===== src/rtl/mc_ctrl_pkg.sv =====
// Shared encodings for the multicycle CPU control unit: FSM states, opcodes,
// instruction classes and the datapath select codes.
package mc_ctrl_pkg;

  // Values are visible on the 'state' port.
  typedef enum logic [3:0] {
    S_IF     = 4'd0,
    S_ID     = 4'd1,
    S_EXE_AL = 4'd2,
    S_EXE_BR = 4'd3,
    S_EXE_LS = 4'd4,
    S_MEM    = 4'd5,
    S_WB_AL  = 4'd6,
    S_WB_LD  = 4'd7,
    S_HALT   = 4'd8
  } state_e;

  typedef enum logic [2:0] {
    C_R,
    C_IALU,
    C_LS,
    C_BR,
    C_JMP,
    C_HALT,
    C_ILLEGAL
  } instr_class_e;

  localparam logic [5:0] OP_ADD   = 6'b000000;
  localparam logic [5:0] OP_SUB   = 6'b000001;
  localparam logic [5:0] OP_ADDI  = 6'b000010;
  localparam logic [5:0] OP_OR    = 6'b010000;
  localparam logic [5:0] OP_AND   = 6'b010001;
  localparam logic [5:0] OP_ORI   = 6'b010010;
  localparam logic [5:0] OP_SLL   = 6'b011000;
  localparam logic [5:0] OP_SLT   = 6'b100110;
  localparam logic [5:0] OP_SLTIU = 6'b100111;
  localparam logic [5:0] OP_SW    = 6'b110000;
  localparam logic [5:0] OP_LW    = 6'b110001;
  localparam logic [5:0] OP_BEQ   = 6'b110100;
  localparam logic [5:0] OP_J     = 6'b111000;
  localparam logic [5:0] OP_JR    = 6'b111001;
  localparam logic [5:0] OP_JAL   = 6'b111010;
  localparam logic [5:0] OP_HALT  = 6'b111111;

  localparam logic [2:0] ALU_ADD  = 3'b000;
  localparam logic [2:0] ALU_SUB  = 3'b001;
  localparam logic [2:0] ALU_SLTU = 3'b010;
  localparam logic [2:0] ALU_SLT  = 3'b011;
  localparam logic [2:0] ALU_SLL  = 3'b100;
  localparam logic [2:0] ALU_OR   = 3'b101;
  localparam logic [2:0] ALU_AND  = 3'b110;

  localparam logic [1:0] PC_NEXT   = 2'b00;
  localparam logic [1:0] PC_BRANCH = 2'b01;
  localparam logic [1:0] PC_RS     = 2'b10;
  localparam logic [1:0] PC_JUMP   = 2'b11;

  localparam logic [1:0] EXT_SHAMT = 2'b00;
  localparam logic [1:0] EXT_ZERO  = 2'b01;
  localparam logic [1:0] EXT_SIGN  = 2'b10;

  localparam logic [1:0] RO_RA = 2'b00;
  localparam logic [1:0] RO_RT = 2'b01;
  localparam logic [1:0] RO_RD = 2'b10;

endpackage


===== src/rtl/mc_ctrl_decode.sv =====
// Combinational opcode decode: instruction class plus the static datapath
// selects that stay constant for the whole instruction.
module mc_ctrl_decode
  import mc_ctrl_pkg::*;
(
  input  logic [5:0]   opcode_i,
  output instr_class_e cls_o,
  output logic [2:0]   alu_op_o,
  output logic [1:0]   ext_sel_o,
  output logic         alu_src_a_o,
  output logic         alu_src_b_o,
  output logic [1:0]   reg_out_o
);

  always_comb begin
    cls_o       = C_ILLEGAL;
    alu_op_o    = ALU_ADD;
    ext_sel_o   = EXT_SHAMT;
    alu_src_a_o = 1'b0;
    alu_src_b_o = 1'b0;
    reg_out_o   = RO_RA;
    case (opcode_i)
      OP_ADD:   begin cls_o = C_R; reg_out_o = RO_RD; end
      OP_SUB:   begin cls_o = C_R; alu_op_o = ALU_SUB; reg_out_o = RO_RD; end
      OP_OR:    begin cls_o = C_R; alu_op_o = ALU_OR;  reg_out_o = RO_RD; end
      OP_AND:   begin cls_o = C_R; alu_op_o = ALU_AND; reg_out_o = RO_RD; end
      OP_SLT:   begin cls_o = C_R; alu_op_o = ALU_SLT; reg_out_o = RO_RD; end
      OP_SLL: begin
        cls_o       = C_R;
        alu_op_o    = ALU_SLL;
        ext_sel_o   = EXT_SHAMT;
        alu_src_a_o = 1'b1;
        reg_out_o   = RO_RD;
      end
      OP_ADDI: begin
        cls_o = C_IALU; ext_sel_o = EXT_SIGN; alu_src_b_o = 1'b1; reg_out_o = RO_RT;
      end
      OP_ORI: begin
        cls_o = C_IALU; alu_op_o = ALU_OR; ext_sel_o = EXT_ZERO;
        alu_src_b_o = 1'b1; reg_out_o = RO_RT;
      end
      OP_SLTIU: begin
        cls_o = C_IALU; alu_op_o = ALU_SLTU; ext_sel_o = EXT_SIGN;
        alu_src_b_o = 1'b1; reg_out_o = RO_RT;
      end
      OP_SW, OP_LW: begin
        cls_o = C_LS; ext_sel_o = EXT_SIGN; alu_src_b_o = 1'b1; reg_out_o = RO_RT;
      end
      OP_BEQ:            begin cls_o = C_BR; alu_op_o = ALU_SUB; ext_sel_o = EXT_SIGN; end
      OP_J, OP_JR, OP_JAL: cls_o = C_JMP;
      OP_HALT:             cls_o = C_HALT;
      default:             cls_o = C_ILLEGAL;
    endcase
  end

endmodule


===== src/rtl/multicycle_control_unit.sv =====
// Multicycle CPU control FSM with retired-instruction counter.
// Define ILLEGAL_OP_TRAP_EN to trap unlisted opcodes into HALT (sticky illegal_op).
module multicycle_control_unit
  import mc_ctrl_pkg::*;
#(
  parameter int CNT_W = 32
) (
  input  logic             clk,
  input  logic             rst,
  input  logic [5:0]       opcode,
  input  logic             zero,
  output logic             PCWre,
  output logic             IRWre,
  output logic             InsMemRW,
  output logic [1:0]       ExtSel,
  output logic [1:0]       RegOut,
  output logic             RegWre,
  output logic             ALUSrcA,
  output logic             ALUSrcB,
  output logic             ALUM2Reg,
  output logic             WrRegData,
  output logic [1:0]       PCSrc,
  output logic [2:0]       ALUOp,
  output logic             DataMemRW,
  output logic [3:0]       state,
  output logic [CNT_W-1:0] instr_count,
  output logic             illegal_op
);

  state_e           state_q;
  logic [CNT_W-1:0] count_q;
  instr_class_e     cls;
  logic             is_jal, is_jr, is_lw, is_sw;

  mc_ctrl_decode u_decode (
    .opcode_i    (opcode),
    .cls_o       (cls),
    .alu_op_o    (ALUOp),
    .ext_sel_o   (ExtSel),
    .alu_src_a_o (ALUSrcA),
    .alu_src_b_o (ALUSrcB),
    .reg_out_o   (RegOut)
  );

  assign is_jal = (opcode == OP_JAL);
  assign is_jr  = (opcode == OP_JR);
  assign is_lw  = (opcode == OP_LW);
  assign is_sw  = (opcode == OP_SW);

  assign state       = state_q;
  assign instr_count = count_q;

  always_comb begin
    PCWre     = 1'b0;
    IRWre     = 1'b0;
    InsMemRW  = 1'b0;
    RegWre    = 1'b0;
    DataMemRW = 1'b0;
    ALUM2Reg  = 1'b0;
    WrRegData = 1'b0;
    PCSrc     = PC_NEXT;
    case (state_q)
      S_IF: begin
        InsMemRW = 1'b1;
        IRWre    = 1'b1;
      end
      S_ID: begin
        if (cls == C_JMP) begin
          PCWre  = 1'b1;
          PCSrc  = is_jr ? PC_RS : PC_JUMP;
          RegWre = is_jal;
        end
`ifndef ILLEGAL_OP_TRAP_EN
        else if (cls == C_ILLEGAL) begin
          PCWre = 1'b1;
        end
`endif
      end
      S_EXE_BR: begin
        PCWre = 1'b1;
        PCSrc = zero ? PC_BRANCH : PC_NEXT;
      end
      S_MEM: begin
        PCWre     = is_sw;
        DataMemRW = is_sw;
      end
      S_WB_AL: begin
        PCWre     = 1'b1;
        RegWre    = 1'b1;
        WrRegData = 1'b1;
      end
      S_WB_LD: begin
        PCWre     = 1'b1;
        RegWre    = 1'b1;
        WrRegData = 1'b1;
        ALUM2Reg  = 1'b1;
      end
      default: ;
    endcase
    // Asynchronous reset must silence every write strobe immediately.
    if (rst) begin
      PCWre     = 1'b0;
      IRWre     = 1'b0;
      InsMemRW  = 1'b0;
      RegWre    = 1'b0;
      DataMemRW = 1'b0;
    end
  end

  always_ff @(posedge clk or posedge rst) begin
    if (rst) begin
      state_q <= S_IF;
      count_q <= '0;
    end else begin
      if (PCWre) count_q <= count_q + CNT_W'(1);
      case (state_q)
        S_IF: state_q <= S_ID;
        S_ID: begin
          case (cls)
            C_JMP:     state_q <= S_IF;
            C_HALT:    state_q <= S_HALT;
            C_BR:      state_q <= S_EXE_BR;
            C_LS:      state_q <= S_EXE_LS;
`ifdef ILLEGAL_OP_TRAP_EN
            C_ILLEGAL: state_q <= S_HALT;
`else
            C_ILLEGAL: state_q <= S_IF;
`endif
            default:   state_q <= S_EXE_AL;
          endcase
        end
        S_EXE_AL: state_q <= S_WB_AL;
        S_EXE_BR: state_q <= S_IF;
        S_EXE_LS: state_q <= S_MEM;
        S_MEM:    state_q <= is_lw ? S_WB_LD : S_IF;
        S_WB_AL:  state_q <= S_IF;
        S_WB_LD:  state_q <= S_IF;
        S_HALT:   state_q <= S_HALT;
        default:  state_q <= S_IF;
      endcase
    end
  end

`ifdef ILLEGAL_OP_TRAP_EN
  logic illegal_q;

  always_ff @(posedge clk or posedge rst) begin
    if (rst) begin
      illegal_q <= 1'b0;
    end else if (state_q == S_ID && cls == C_ILLEGAL) begin
      illegal_q <= 1'b1;
    end
  end

  assign illegal_op = illegal_q;
`else
  assign illegal_op = 1'b0;
`endif

endmodule


===== config.mk =====
export PLATFORM = sky130hd
export DESIGN_NAME = multicycle_control_unit
export DESIGN_NICKNAME = d
export VERILOG_FILES = /design/src/rtl/mc_ctrl_pkg.sv /design/src/rtl/mc_ctrl_decode.sv /design/src/rtl/multicycle_control_unit.sv
export SDC_FILE = /design/constraint.sdc
export NUM_CORES = 1
export LEC_CHECK = 0
export CORE_MARGIN = 3
export CORE_UTILIZATION = 39
export CTS_CLUSTER_DIAMETER = 60
export DETAILED_ROUTE_END_ITERATION = 10
export GPL_TIMING_DRIVEN = 0
export MAX_ROUTING_LAYER = met4
export PLACE_DENSITY = 0.69
export SETUP_SLACK_MARGIN = 0.4
export SKIP_CTS_REPAIR_TIMING = 1
export SLEW_MARGIN = 25
export SYNTH_ARGS = -nofsm -noshare
export SYNTH_HDL_FRONTEND = slang
export SYNTH_SLANG_ARGS = --single-unit

===== constraint.sdc =====
create_clock -name clk -period 1.88 [get_ports clk]
set_input_delay 0.282 -clock clk [delete_from_list [all_inputs] [get_ports clk]]
set_output_delay 0.282 -clock clk [all_outputs]
set_load 0.1 [all_outputs]

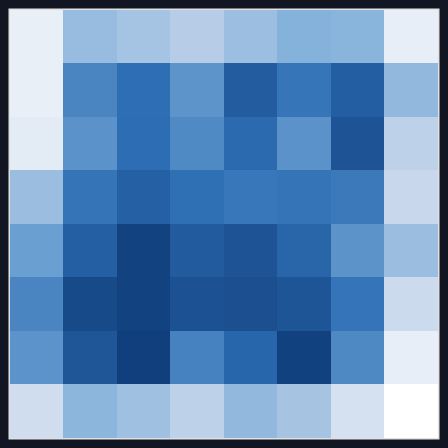
Figure 1: run 1, cell density map.
The die is cut into 8 by 8 equal tiles; white is low, dark blue is high, 0 to 100% covered.
mean over tiles: 57%
tiles over 75% full: 31%
fullest tile: 94%

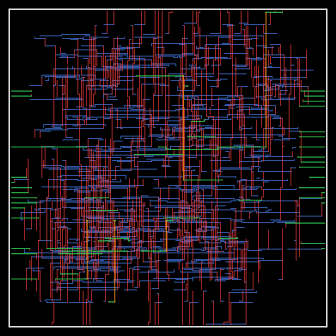
Figure 2: run 1, routed metal, one color a layer.
[blue] M1 | wire length: 3270 µm
[green] M3 | wire length: 376 µm
[orange] M4 | wire length: 110 µm
[red] M2 | wire length: 3640 µm

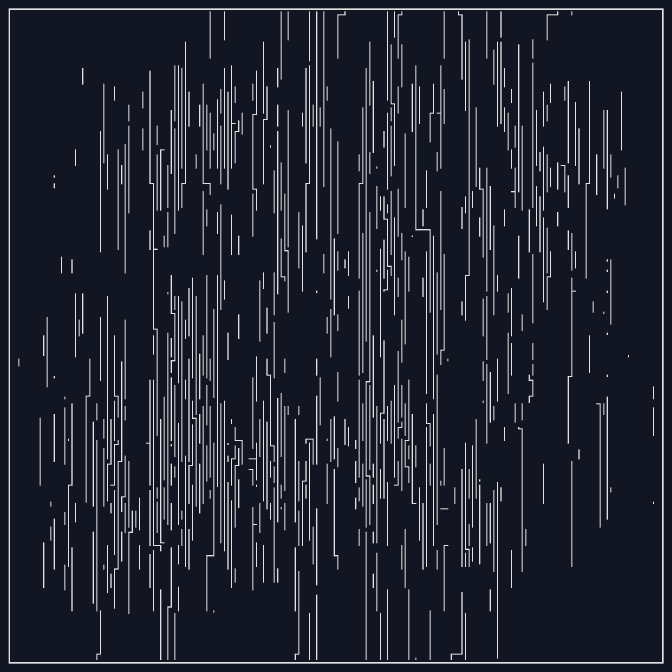
Figure 3: run 1, signal wires on met2.
main direction: vertical
share of all routed wire: 49%

==> metrics.csv, run 1 <==
metric,value,unit
"Critical Path, Cell by Cell",buf_8 > nor2b_4 > and2_4 > and3_4 > nand2_2 > a21oi_4 > buf_12,
diodes inserted,0,
#MultiIn Comb,187,
failing checks,negative setup slack,
PD cells,1070,mW/mm²
setup violators final,24,
R2R depth,9,
largest fanout on the critical path,7,
setup ws final,-0.251,ns
RSZ-0062 raised after global routing,true,
stages on the worst setup path,7,
CTS tree,built,
Simple-Gate Area Share,33.0,%
First-pass DRT Iterations,4,
M1 WL,3.27,mm
Global Route met2 Usage,26.5,%
clock network power,0.000536,W
M1 GR Usage,27.7,%
Mapped Area,0.00241,mm²
WP data required,1.60,ns
status,"finished, violations left",
Layout area overhead,73.9,%
final hold vios,0,
FP Util,40.5,%
ao+oa area frac,9.92,%
inverters,7,
met3 usage,3.73,%
"Seq share, synth",37.4,%
Max-slew headroom,35.6,%
worst path arrival time,1.85,ns
met3 wire length,376,µm
Inst Count DP,382,
vias in the first global route,2059,
combinational power share,63.6,%
Crit path buffers/inverters,2,
time the worst path needs with I/O delays and setup,2.13,ns
## Run 2: what changed since run 1
--- a/config.mk
+++ b/config.mk
@@ -9,11 +9,11 @@
 export CORE_UTILIZATION = 39
 export CTS_CLUSTER_DIAMETER = 60
 export DETAILED_ROUTE_END_ITERATION = 10
-export GPL_TIMING_DRIVEN = 0
 export MAX_ROUTING_LAYER = met4
 export PLACE_DENSITY = 0.69
 export SETUP_SLACK_MARGIN = 0.4
 export SKIP_CTS_REPAIR_TIMING = 1
+export SKIP_LAST_GASP = 1
 export SLEW_MARGIN = 25
 export SYNTH_ARGS = -nofsm -noshare
 export SYNTH_HDL_FRONTEND = slang
==> run 2 against run 1 <==
Effect of this change:
- the flow still finishes with violations (negative setup slack)
- worst hold slack improved by 0.21 ns
- global-route usage increased by 1.2 points
- core utilization increased by 13 points
==> metrics.csv, run 2 <==
metric,value,unit
Layout area overhead,105,%
time the worst path needs with I/O delays and setup,2.07,ns
combinational power share,66.7,%
"Seq share, synth",37.4,%
WP data required,1.60,ns
stages on the worst setup path,8,
clock network power,0.000559,W
largest fanout on the critical path,5,
highest metal used,met4,
CTS tree,built,
Clock Skew,0.0138,ns
Simple-Gate Area Share,33.0,%
FP Util,40.5,%
met3 usage,4.02,%
RSZ-0062 raised after global routing,true,
final slew viol count,0,
Data buffer area share,35.1,%
First-pass DRT Iterations,4,
setup ws final,-0.192,ns
PD cells,1020,mW/mm²
setup violators final,26,
Area leader share,37.4,%
failing checks,negative setup slack,
vias in the first global route,2313,
status,"finished, violations left",
initial antenna violation count,0,
Critical R2R Launch,state[1],
#MultiIn Comb,187,
OpenROAD warnings,28,
worst path arrival time,1.79,ns
diodes inserted,0,
crit path to,PCWre,
"Critical Path, Cell by Cell",buf_8 > buf_6 > or3_1 > a41o_1 > a41oi_4 > buf_12 > inv_6 > buf_12,
Inst Count DP,429,
inverters,6,
R2R depth,9,
ao+oa area frac,9.92,%
Crit path buffers/inverters,5,
final hold vios,0,
met3 wire length,338,µm
Yosys Instances,248,
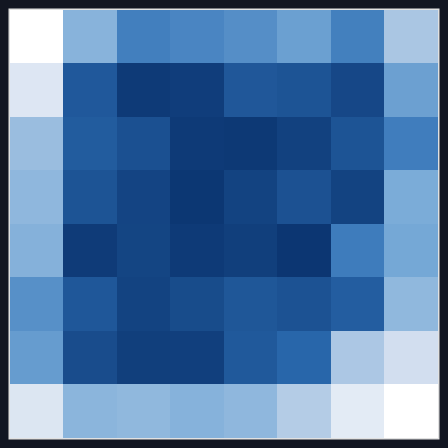
Figure 4: run 2, cell density map.
The die is cut into 8 by 8 equal tiles; white is low, dark blue is high, 0 to 100% covered.
fullest tile: 98%
nearly empty tiles: 3.1%
emptiest ninth of the die: bottom right

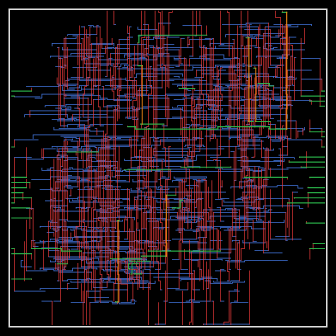
Figure 5: run 2, routed metal, one color a layer.
[red] M2 | wire length: 4670 µm
[blue] M1 | wire length: 3660 µm
[green] M3 | wire length: 338 µm
[orange] M4 | wire length: 122 µm

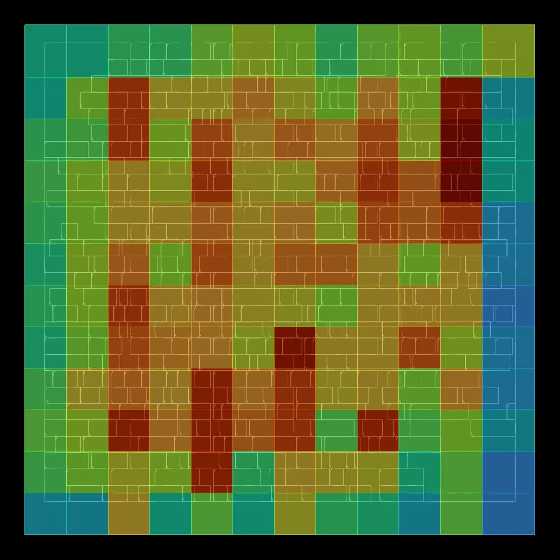
Figure 6: run 2, congestion heat map.
GR peak layer: met2
Global Route met2 Usage: 31.9%
Core Util, Final: 82.9%
M1 GR Usage: 26.4%
Wirelength per Cell: 18.8 µm

No activity file was given, so power comes from the tool's default toggle rates.
